### config.mk
export PLATFORM = sky130hd
export DESIGN_NAME = vid_sync_generator_flat
export DESIGN_NICKNAME = d
export VERILOG_FILES = /design/src/rtl/vid_sync_generator_if.sv /design/src/rtl/vid_sync_generator.sv /design/src/flat_wrapper.sv
export SDC_FILE = /design/constraint.sdc
export NUM_CORES = 1
export LEC_CHECK = 0
export ABC_AREA = 1
export CAP_MARGIN = 5
export CORE_ASPECT_RATIO = 1.25
export CORE_UTILIZATION = 40
export CTS_CLUSTER_DIAMETER = 50
export DETAILED_ROUTE_END_ITERATION = 16
export MAX_ROUTING_LAYER = met4
export PLACE_DENSITY_LB_ADDON = 0.3
export SETUP_SLACK_MARGIN = 0.05
export SYNTH_ARGS = -nofsm -noshare
export SYNTH_HDL_FRONTEND = slang
export SYNTH_SLANG_ARGS = --single-unit
### constraint.sdc
create_clock -name clk -period 4 [get_ports clk]
set_input_delay 0.6 -clock clk [delete_from_list [all_inputs] [get_ports clk]]
set_output_delay 0.6 -clock clk [all_outputs]
set_load 0.01 [all_outputs]
### src/rtl/vid_sync_generator_if.sv
// Timing-set bus between the video controller and vid_sync_generator.
// The master offers a complete set with cfg_valid and holds it until cfg_ack.
interface vid_sync_generator_if #(
  parameter int H_WIDTH = 14,
  parameter int V_WIDTH = 13
);
  logic [H_WIDTH-1:0] cfg_h_sync_start;
  logic [H_WIDTH-1:0] cfg_h_sync_end;
  logic [H_WIDTH-1:0] cfg_h_act_start;
  logic [H_WIDTH-1:0] cfg_h_act_end;
  logic [V_WIDTH-1:0] cfg_v_sync_start;
  logic [V_WIDTH-1:0] cfg_v_sync_end;
  logic [V_WIDTH-1:0] cfg_v_act_start;
  logic [V_WIDTH-1:0] cfg_v_act_end;
  logic [V_WIDTH-1:0] cfg_v_last;
  logic               cfg_h_pol;
  logic               cfg_v_pol;
  logic               cfg_valid;
  logic               cfg_ack;

  modport master (
    output cfg_h_sync_start, cfg_h_sync_end, cfg_h_act_start, cfg_h_act_end,
    output cfg_v_sync_start, cfg_v_sync_end, cfg_v_act_start, cfg_v_act_end,
    output cfg_v_last, cfg_h_pol, cfg_v_pol, cfg_valid,
    input  cfg_ack
  );

  modport slave (
    input  cfg_h_sync_start, cfg_h_sync_end, cfg_h_act_start, cfg_h_act_end,
    input  cfg_v_sync_start, cfg_v_sync_end, cfg_v_act_start, cfg_v_act_end,
    input  cfg_v_last, cfg_h_pol, cfg_v_pol, cfg_valid,
    output cfg_ack
  );
endinterface

### src/rtl/vid_sync_generator.sv
// Compares frame-counter position against a double-buffered timing set and
// drives registered syncs, data-enable and start-of-frame/line markers.
module vid_sync_generator #(
  parameter int H_WIDTH = 14,
  parameter int V_WIDTH = 13
) (
  input  logic               clk,
  input  logic               rst,
  input  logic               sclr,
  input  logic               enable,
  input  logic               new_line,
  input  logic [H_WIDTH-1:0] h_count,
  input  logic [V_WIDTH-1:0] v_count,
  vid_sync_generator_if.slave cfg,
  output logic               h_sync,
  output logic               v_sync,
  output logic               de,
  output logic               sof,
  output logic               sol,
  output logic               configured
);
  // state | meaning
  // UNCFG | no timing set held; outputs parked low
  // RUN   | shadow set in use, no update offered
  // PEND  | new set offered, waiting for the frame boundary
  typedef enum logic [1:0] {UNCFG, RUN, PEND} state_t;

  typedef struct packed {
    logic [H_WIDTH-1:0] h_sync_start;
    logic [H_WIDTH-1:0] h_sync_end;
    logic [H_WIDTH-1:0] h_act_start;
    logic [H_WIDTH-1:0] h_act_end;
    logic [V_WIDTH-1:0] v_sync_start;
    logic [V_WIDTH-1:0] v_sync_end;
    logic [V_WIDTH-1:0] v_act_start;
    logic [V_WIDTH-1:0] v_act_end;
    logic [V_WIDTH-1:0] v_last;
    logic               h_pol;
    logic               v_pol;
  } timing_t;

  // Half-open [s, e); s > e wraps through zero, s == e is an empty window.
  function automatic logic in_win_h(input logic [H_WIDTH-1:0] c, s, e);
    if (s < e)      return (c >= s) && (c < e);
    else if (s > e) return (c >= s) || (c < e);
    else            return 1'b0;
  endfunction

  function automatic logic in_win_v(input logic [V_WIDTH-1:0] c, s, e);
    if (s < e)      return (c >= s) && (c < e);
    else if (s > e) return (c >= s) || (c < e);
    else            return 1'b0;
  endfunction

  state_t  state_q, state_d;
  timing_t shadow_q, shadow_d;
  timing_t cfg_set;
  logic    cfg_ack_q, cfg_ack_d;
  logic    configured_q, configured_d;
  logic    h_sync_q, h_sync_d;
  logic    v_sync_q, v_sync_d;
  logic    de_q, de_d;
  logic    sof_q, sof_d;
  logic    sol_q, sol_d;
  logic    capture;
  logic    frame_end;
  logic    h_sync_win, v_sync_win, h_act_win, v_act_win;

  assign cfg_set = '{
    h_sync_start: cfg.cfg_h_sync_start,
    h_sync_end:   cfg.cfg_h_sync_end,
    h_act_start:  cfg.cfg_h_act_start,
    h_act_end:    cfg.cfg_h_act_end,
    v_sync_start: cfg.cfg_v_sync_start,
    v_sync_end:   cfg.cfg_v_sync_end,
    v_act_start:  cfg.cfg_v_act_start,
    v_act_end:    cfg.cfg_v_act_end,
    v_last:       cfg.cfg_v_last,
    h_pol:        cfg.cfg_h_pol,
    v_pol:        cfg.cfg_v_pol
  };

  assign frame_end  = enable && new_line && (v_count == shadow_q.v_last);
  assign h_sync_win = in_win_h(h_count, shadow_q.h_sync_start, shadow_q.h_sync_end);
  assign h_act_win  = in_win_h(h_count, shadow_q.h_act_start, shadow_q.h_act_end);
  assign v_sync_win = in_win_v(v_count, shadow_q.v_sync_start, shadow_q.v_sync_end);
  assign v_act_win  = in_win_v(v_count, shadow_q.v_act_start, shadow_q.v_act_end);

  always_comb begin
    state_d      = state_q;
    shadow_d     = shadow_q;
    cfg_ack_d    = 1'b0;
    configured_d = configured_q;
    h_sync_d     = h_sync_q;
    v_sync_d     = v_sync_q;
    de_d         = de_q;
    sof_d        = 1'b0;
    sol_d        = 1'b0;
    capture      = 1'b0;

    // sclr blocks every capture so no ack can escape while cleared.
    case (state_q)
      UNCFG: if (cfg.cfg_valid && !sclr) capture = 1'b1;
      RUN:   if (cfg.cfg_valid && !sclr) state_d = PEND;
      PEND: begin
        if (sclr || !cfg.cfg_valid) state_d = RUN;
        else if (frame_end)         capture = 1'b1;
      end
      default: state_d = UNCFG;
    endcase

    if (capture) begin
      shadow_d     = cfg_set;
      state_d      = RUN;
      cfg_ack_d    = 1'b1;
      configured_d = 1'b1;
    end

    // Outputs always use the shadow as it stood when the sample arrived.
    if (sclr) begin
      h_sync_d = configured_q & ~shadow_q.h_pol;
      v_sync_d = configured_q & ~shadow_q.v_pol;
      de_d     = 1'b0;
    end else if (enable) begin
      if (configured_q) begin
        h_sync_d = h_sync_win ~^ shadow_q.h_pol;
        v_sync_d = v_sync_win ~^ shadow_q.v_pol;
        de_d     = h_act_win && v_act_win;
        sol_d    = (h_count == '0);
        sof_d    = (h_count == '0) && (v_count == '0);
      end else begin
        h_sync_d = 1'b0;
        v_sync_d = 1'b0;
        de_d     = 1'b0;
      end
    end
  end

  always_ff @(posedge clk or posedge rst) begin
    if (rst) begin
      state_q      <= UNCFG;
      shadow_q     <= '0;
      cfg_ack_q    <= 1'b0;
      configured_q <= 1'b0;
      h_sync_q     <= 1'b0;
      v_sync_q     <= 1'b0;
      de_q         <= 1'b0;
      sof_q        <= 1'b0;
      sol_q        <= 1'b0;
    end else begin
      state_q      <= state_d;
      shadow_q     <= shadow_d;
      cfg_ack_q    <= cfg_ack_d;
      configured_q <= configured_d;
      h_sync_q     <= h_sync_d;
      v_sync_q     <= v_sync_d;
      de_q         <= de_d;
      sof_q        <= sof_d;
      sol_q        <= sol_d;
    end
  end

  assign cfg.cfg_ack = cfg_ack_q;
  assign h_sync      = h_sync_q;
  assign v_sync      = v_sync_q;
  assign de          = de_q;
  assign sof         = sof_q;
  assign sol         = sol_q;
  assign configured  = configured_q;
endmodule

### src/flat_wrapper.sv
// flat-port wrapper written by rule: the top's interface ports become plain ports
module vid_sync_generator_flat 
#(
  parameter int H_WIDTH = 14,
  parameter int V_WIDTH = 13
)
  (clk, rst, sclr, enable, new_line, h_count, v_count, h_sync, v_sync, de, sof, sol, configured, cfg_cfg_h_sync_start, cfg_cfg_h_sync_end, cfg_cfg_h_act_start, cfg_cfg_h_act_end, cfg_cfg_v_sync_start, cfg_cfg_v_sync_end, cfg_cfg_v_act_start, cfg_cfg_v_act_end, cfg_cfg_v_last, cfg_cfg_h_pol, cfg_cfg_v_pol, cfg_cfg_valid, cfg_cfg_ack);
  vid_sync_generator_if #(.H_WIDTH(H_WIDTH), .V_WIDTH(V_WIDTH)) cfg_i ();
  input  logic clk;
  input  logic rst;
  input  logic sclr;
  input  logic enable;
  input  logic new_line;
  input  logic [H_WIDTH-1:0] h_count;
  input  logic [V_WIDTH-1:0] v_count;
  output logic h_sync;
  output logic v_sync;
  output logic de;
  output logic sof;
  output logic sol;
  output logic configured;
  input wire logic [$bits(cfg_i.cfg_h_sync_start)-1:0] cfg_cfg_h_sync_start;
  input wire logic [$bits(cfg_i.cfg_h_sync_end)-1:0] cfg_cfg_h_sync_end;
  input wire logic [$bits(cfg_i.cfg_h_act_start)-1:0] cfg_cfg_h_act_start;
  input wire logic [$bits(cfg_i.cfg_h_act_end)-1:0] cfg_cfg_h_act_end;
  input wire logic [$bits(cfg_i.cfg_v_sync_start)-1:0] cfg_cfg_v_sync_start;
  input wire logic [$bits(cfg_i.cfg_v_sync_end)-1:0] cfg_cfg_v_sync_end;
  input wire logic [$bits(cfg_i.cfg_v_act_start)-1:0] cfg_cfg_v_act_start;
  input wire logic [$bits(cfg_i.cfg_v_act_end)-1:0] cfg_cfg_v_act_end;
  input wire logic [$bits(cfg_i.cfg_v_last)-1:0] cfg_cfg_v_last;
  input wire logic [$bits(cfg_i.cfg_h_pol)-1:0] cfg_cfg_h_pol;
  input wire logic [$bits(cfg_i.cfg_v_pol)-1:0] cfg_cfg_v_pol;
  input wire logic [$bits(cfg_i.cfg_valid)-1:0] cfg_cfg_valid;
  output wire logic [$bits(cfg_i.cfg_ack)-1:0] cfg_cfg_ack;
  assign cfg_i.cfg_h_sync_start = cfg_cfg_h_sync_start;
  assign cfg_i.cfg_h_sync_end = cfg_cfg_h_sync_end;
  assign cfg_i.cfg_h_act_start = cfg_cfg_h_act_start;
  assign cfg_i.cfg_h_act_end = cfg_cfg_h_act_end;
  assign cfg_i.cfg_v_sync_start = cfg_cfg_v_sync_start;
  assign cfg_i.cfg_v_sync_end = cfg_cfg_v_sync_end;
  assign cfg_i.cfg_v_act_start = cfg_cfg_v_act_start;
  assign cfg_i.cfg_v_act_end = cfg_cfg_v_act_end;
  assign cfg_i.cfg_v_last = cfg_cfg_v_last;
  assign cfg_i.cfg_h_pol = cfg_cfg_h_pol;
  assign cfg_i.cfg_v_pol = cfg_cfg_v_pol;
  assign cfg_i.cfg_valid = cfg_cfg_valid;
  assign cfg_cfg_ack = cfg_i.cfg_ack;
  vid_sync_generator #(.H_WIDTH(H_WIDTH), .V_WIDTH(V_WIDTH)) u_core (.clk(clk), .rst(rst), .sclr(sclr), .enable(enable), .new_line(new_line), .h_count(h_count), .v_count(v_count), .cfg(cfg_i), .h_sync(h_sync), .v_sync(v_sync), .de(de), .sof(sof), .sol(sol), .configured(configured));
endmodule
==> results.txt, run 1 <==
Notes from the flow run.

Die:
- The chip occupies approximately 0.025 mm2.
- The run gives the count of boundary I/O pins as ~160.

STA:
- The run gives the worst setup skew after layout as between 0.01 and 0.015 ns.
- The tightest hold path in the finished design has a slack of about 0.47 ns.
- The run puts the minimum period implied by the final worst setup slack at between 2 and 3 ns.
- The run puts the number of slew-limit violations in the final report at 0.
- The final hold violation count recorded for this run is 0.

Worst setup path:
- The run gives the cell repeated most along the worst path as sky130_fd_sc_hd__nand2_1.
- The run gives the critical path start-end classification as in2reg.
- The run puts the cell depth of the worst flop-to-flop path at 9.

Clock network:
- As reported, the later end of the worst-skew pair has a clock insertion delay of around 0.42 ns.
- The run gives the count of instances resized after the clock tree is built as 0.

Global route:
- The run puts the global-route wire length before repair at around 43 mm.

Placed design:
- The run puts the number of cells in the design after placement at ~1800.

Run status:
- The run finished with clean final reports.

Route:
- The run puts the first-iteration detailed-routing DRC count at 368.
- The run puts the met1 wire length at roughly 11 mm.

Synth:
- Per the synthesis report, the adder-cell share of the synthesized area is 0.203.
- The run puts the fraction of the yosys area taken by sequential cells at 0.339.
- The run puts the post-synthesis average cell area at between 7 and 8 um2.
- Synthesis produced a netlist whose cell count is ~1300.
- Grouping non-sequential cells by family puts the most area in simple AND/OR/NAND/NOR gates.
- The run puts the total cell area reported by yosys after synthesis at between 0.009 and 0.01 mm2.

Run:
- Summing over the stages, the warning tally comes to 28.

Cells and area:
- The run gives the number of antenna cells inserted as 0.
run 1: registers in the layout, summed over array words and instances (netlist names):
register            count
u_core.shadow_q       123
u_core.sol              1
u_core.configured       1
u_core.cfg.cfg_ack      1
u_core.sof              1
u_core.v_sync           1
u_core.de               1
u_core.state_q          2
u_core.h_sync           1
run 1: final cells by class:
class / instances / area, um2
fillers: 2339 / 11500
multi-input cells: 973 / 5510
flip-flops and latches: 132 / 3300
repair buffers: 175 / 1760
inverters: 189 / 714
clock buffers: 17 / 425
well taps: 325 / 407
clock inverters: 15 / 228
run 1: cells in the mapped netlist (4+ instances only):
cell type	n	area, um2
sky130_fd_sc_hd__o21bai_1	4	30.0
sky130_fd_sc_hd__clkbuf_1	19	71.3
sky130_fd_sc_hd__a21o_1	5	37.5
sky130_fd_sc_hd__buf_6	5	56.3
sky130_fd_sc_hd__o21ai_0	15	75.1
sky130_fd_sc_hd__a21oi_1	55	275
sky130_fd_sc_hd__xnor2_1	4	35.0
sky130_fd_sc_hd__nand4_1	9	56.3
sky130_fd_sc_hd__inv_1	187	702
sky130_fd_sc_hd__buf_2	5	25.0
sky130_fd_sc_hd__dfrtp_1	132	3300
sky130_fd_sc_hd__nand2_1	464	1740
sky130_fd_sc_hd__buf_4	8	60.1
sky130_fd_sc_hd__nor4_1	7	43.8
sky130_fd_sc_hd__nand3_1	155	776
sky130_fd_sc_hd__nor2_1	69	259
sky130_fd_sc_hd__ha_1	158	1980
sky130_fd_sc_hd__nor3_1	7	35.0
run 1: metal layers:
layer | global-route usage | up-vias
li1 | - | 4578
met1 | 0.258 | 4134
met2 | 0.404 | 205
met3 | 0.0347 | 57
met4 | 0.0865 | 0
met5 | - | -
run 1: cell usage in the layout (no fill, tap or decap), types with 7 or more instances in the layout:
| master | count |
|---|---|
| sky130_fd_sc_hd__nand2_1 | 464 |
| sky130_fd_sc_hd__inv_1 | 186 |
| sky130_fd_sc_hd__clkdlybuf4s50_1 | 162 |
| sky130_fd_sc_hd__ha_1 | 158 |
| sky130_fd_sc_hd__nand3_1 | 155 |
| sky130_fd_sc_hd__dfrtp_1 | 132 |
| sky130_fd_sc_hd__nor2_1 | 69 |
| sky130_fd_sc_hd__a21oi_1 | 55 |
| sky130_fd_sc_hd__clkbuf_16 | 17 |
| sky130_fd_sc_hd__o21ai_0 | 15 |
| sky130_fd_sc_hd__buf_4 | 10 |
| sky130_fd_sc_hd__nand4_1 | 9 |
| sky130_fd_sc_hd__nor4_1 | 7 |
| sky130_fd_sc_hd__nor3_1 | 7 |
run 1: logic make-up after synthesis:
group | after synthesis
simple gates | 721
buf+inv | 228
fa+ha+maj | 158
flops | 132
compound gates | 89
xor+xnor | 5
run 1: where the power goes:
| part | switching [uW] | internal, uW | leakage (uW) |
|---|---|---|---|
| registers | 526 | 1970 | 0.00164 |
| logic | 2480 | 1670 | 0.00470 |
| clock network | 653 | 1110 | 0.000314 |
| total | 3660 | 4760 | 0.00665 |
run 1: tightest hold or removal path: cells and delay by family, from the launching register on:
| family | cells | cell delay [ns] |
|---|---|---|
| flops | 1 | 0.34 |
| simple gates | 2 | 0.09 |
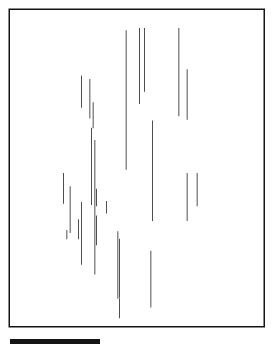
*Signal wires on met4, run 1*
Bar = 50 um.
nets with wire on the layer: 20
wire length on this layer: 742 um
main direction: vertical
longest straight run: 77.5 um
share of all routed wire: 2.8%

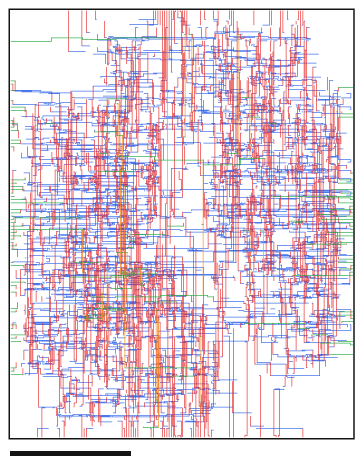
*Signal wires by layer, run 1*
Bar = 50 um.
legend:
  blue:
    layer: M1
    wire_length: 11200 um
  orange:
    layer: M4
    wire_length: 742 um
  red:
    layer: M2
    wire_length: 13500 um
  green:
    layer: M3
    wire_length: 1000 um
overall via count from detail_route: 8974
total global-route track usage: 0.228
routed length per instance: 14.4 um
aggregate routed wire length: 26.4 mm

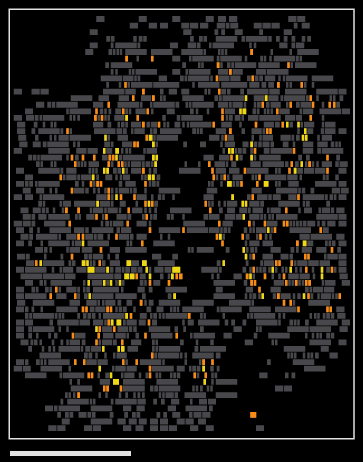
*Logic cells by family, run 1*
Bar = 50 um.
legend:
  orange:
    family: inv cells
    cells: 189
    most_used: inv_1
  yellow:
    family: nor cells
    cells: 86
    most_used: nor2_1
Comb area share: 0.446
most common logic cell in the routed design: sky130_fd_sc_hd__nand2_1
number of standard cells in the layout, taps in and fillers out: 1826

--- run 2 (diff from run 1) ---
Clock period 4 ns to 2.4 ns, I/O delays scaled along.
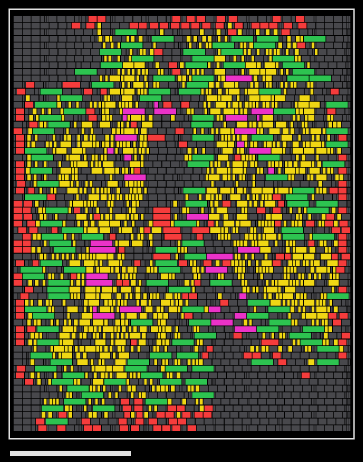
*Placement by cell class, run 2*
Bar = 50 um. Fill, decap, tap and diode cells in grey.
legend:
  red:
    class: remaining buffers and delay cells
    cells: 202
    share_of_their_area: 17%
  green:
    class: registers
    cells: 132
    share_of_their_area: 27%
  yellow:
    class: remaining logic cells
    cells: 1162
    share_of_their_area: 51%
  magenta:
    class: clock drivers and dummy loads
    cells: 32
    share_of_their_area: 5.2%
core area: 0.0238 mm2
sequential fraction of total cell area: 0.262

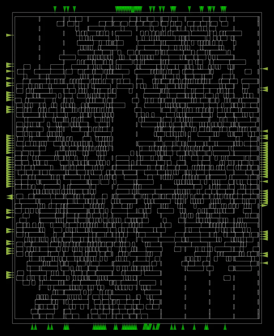
*Cell placement, run 2*
site row count: 63
Fill cells: 2348
layout sequential cell count: 132
Tapcell Cnt: 325
post-route core utilization: 0.530

==> results.txt, run 2 <==
Notes from the flow run.

Placed design:
- Once placement completed, the tool counted placed cells totaling 1821.

Run status:
- The flow ran to the end, and the final reports show no timing, DRC or antenna violations.

Route:
- The run gives the detail-routed net length per standard cell as approximately 15 um.
- The run puts the total number of vias at ~9000.
- The run gives the final wirelength as between 20 and 30 mm.

Pwr:
- The run gives the fraction of power consumed by sequential logic as 0.292.
- The run gives the proportion of power drawn by the clock network as 0.201.
- The switching portion of total power comes to 0.432.
- The run gives the power spent charging and discharging nets as 6110 uW.

Global route:
- The run gives the global-route wire length before repair as 44.0 mm.

STA:
- The run gives the number of hold-slack violations in the final timing report as 0.
- The final timing report derives a shortest allowable period of around 2.1 ns.
- The run puts the number of slew-limit violations in the final report at 0.

Synth:
- The commonest cells after synthesis are 464 x sky130_fd_sc_hd__nand2_1, 187 x sky130_fd_sc_hd__inv_1, 158 x sky130_fd_sc_hd__ha_1.
- The run puts the post-synthesis average cell area at approximately 7.3 um2.

Die:
- The run puts the chip footprint at around 0.025 mm2.

Clock network:
- For the worst-skew pair, the clock arrives at the later sink with an insertion delay of approximately 0.43 ns.

Cells and area:
- The top cell types in the final layout, fill and taps aside, are 464 x sky130_fd_sc_hd__nand2_1, 186 x sky130_fd_sc_hd__inv_1, 162 x sky130_fd_sc_hd__clkdlybuf4s50_1.
- The register with the most flip-flops in the final layout is u_core.shadow_q.

Worst setup path:
- By instance count, the cell type seen most on the critical path is sky130_fd_sc_hd__nand2_1.
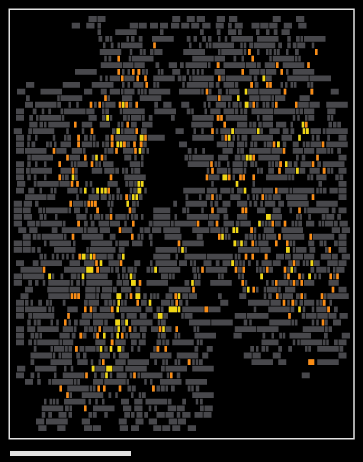
*Logic cells by family, run 2*
Bar = 50 um.
legend:
  orange:
    family: inv cells
    cells: 189
    most_used: inv_1
  yellow:
    family: nor cells
    cells: 86
    most_used: nor2_1
Comb area share: 0.437
number of standard cells in the layout, taps in and fillers out: 1854

==> run 2: cell count changes in the layout (fill, tap and decap cells not counted), sizes merged <==
cell / delta
diode: +1
clkinv: -1
bufinv: -1
buf: +27
clkbuf: +3
inv: -1
==> run 2: final timing paths <==
path	slack, ns	startpoint	end
max	0.31	v_count[4]	u_core.v_sync
min	0.23	rst	u_core.shadow_q[112]
max reg2reg	0.42	u_core.shadow_q[65]	u_core.v_sync
min reg2reg	0.47	u_core.shadow_q[80]	u_core.shadow_q[80]
max in group asynchronous	1.40	rst	u_core.shadow_q[30]
min in group clk	0.47	u_core.shadow_q[80]	u_core.shadow_q[80]
==> run 2: layout make-up <==
| type | count | area, um2 |
|---|---|---|
| diodes | 1 | 2.50 |
| clock buffers | 20 | 457 |
| clock inverters | 12 | 176 |
| fillers | 2348 | 11200 |
| inverters | 189 | 714 |
| multi-input cells | 973 | 5510 |
| flip-flops and latches | 132 | 3300 |
| well taps | 325 | 407 |
| repair buffers | 202 | 2050 |
==> run 2: per-stage QoR <==
stage               cell area, um2  hold slack (ns)
global route                 12600            0.249
detailed placement           12000            0.458
floorplan                     9740            0.442
finish                       12600            0.234
global placement             12000            0.456
CTS                          12600            0.231
==> run 2: worst reg2reg max path: stages (launching register included) <==
cell and delay [ns]:
sky130_fd_sc_hd__dfrtp_1 0.42, sky130_fd_sc_hd__ha_1 0.29, sky130_fd_sc_hd__nand2_1 0.08, sky130_fd_sc_hd__nor2_1 0.19, sky130_fd_sc_hd__inv_1 0.09, sky130_fd_sc_hd__nor2_1 0.12
sky130_fd_sc_hd__nand2_1 0.08, sky130_fd_sc_hd__a21oi_1 0.22, sky130_fd_sc_hd__nand2_1 0.08, sky130_fd_sc_hd__nand2_1 0.10, sky130_fd_sc_hd__nand3_1 0.08, sky130_fd_sc_hd__nand3_1 0.08
sky130_fd_sc_hd__nand2_1 0.05
==> run 2: power by group through the flow <==
stage	logic [uW]	registers [uW]	clock network, uW
after detailed placement	7160	4150	0
after global routing	8460	4270	2990
after floorplan	5230	3870	0
after CTS	7240	4140	2900
final	7170	4140	2840
after global placement	6850	4150	0
==> run 2: cell families (layout without fill, tap and decap cells) <==
family / Yosys count / in the layout / synth area share
buf+inv: 228 / 423 / 0.0955
simple gates: 721 / 721 / 0.307
flops: 132 / 132 / 0.339
other cells: 0 / 1 / 0
xor+xnor: 5 / 5 / 0.00450
fa+ha+maj: 158 / 158 / 0.203
compound gates: 89 / 89 / 0.0506
==> run 2: routing by layer <==
metal	routed length (um)	vias up	GRT usage
li1	-	4640	-
met1	11200	4121	0.254
met2	14100	194	0.433
met3	1090	34	0.0361
met4	514	0	0.0677
met5	0	-	-
Power is estimated from default activity; no workload was simulated.
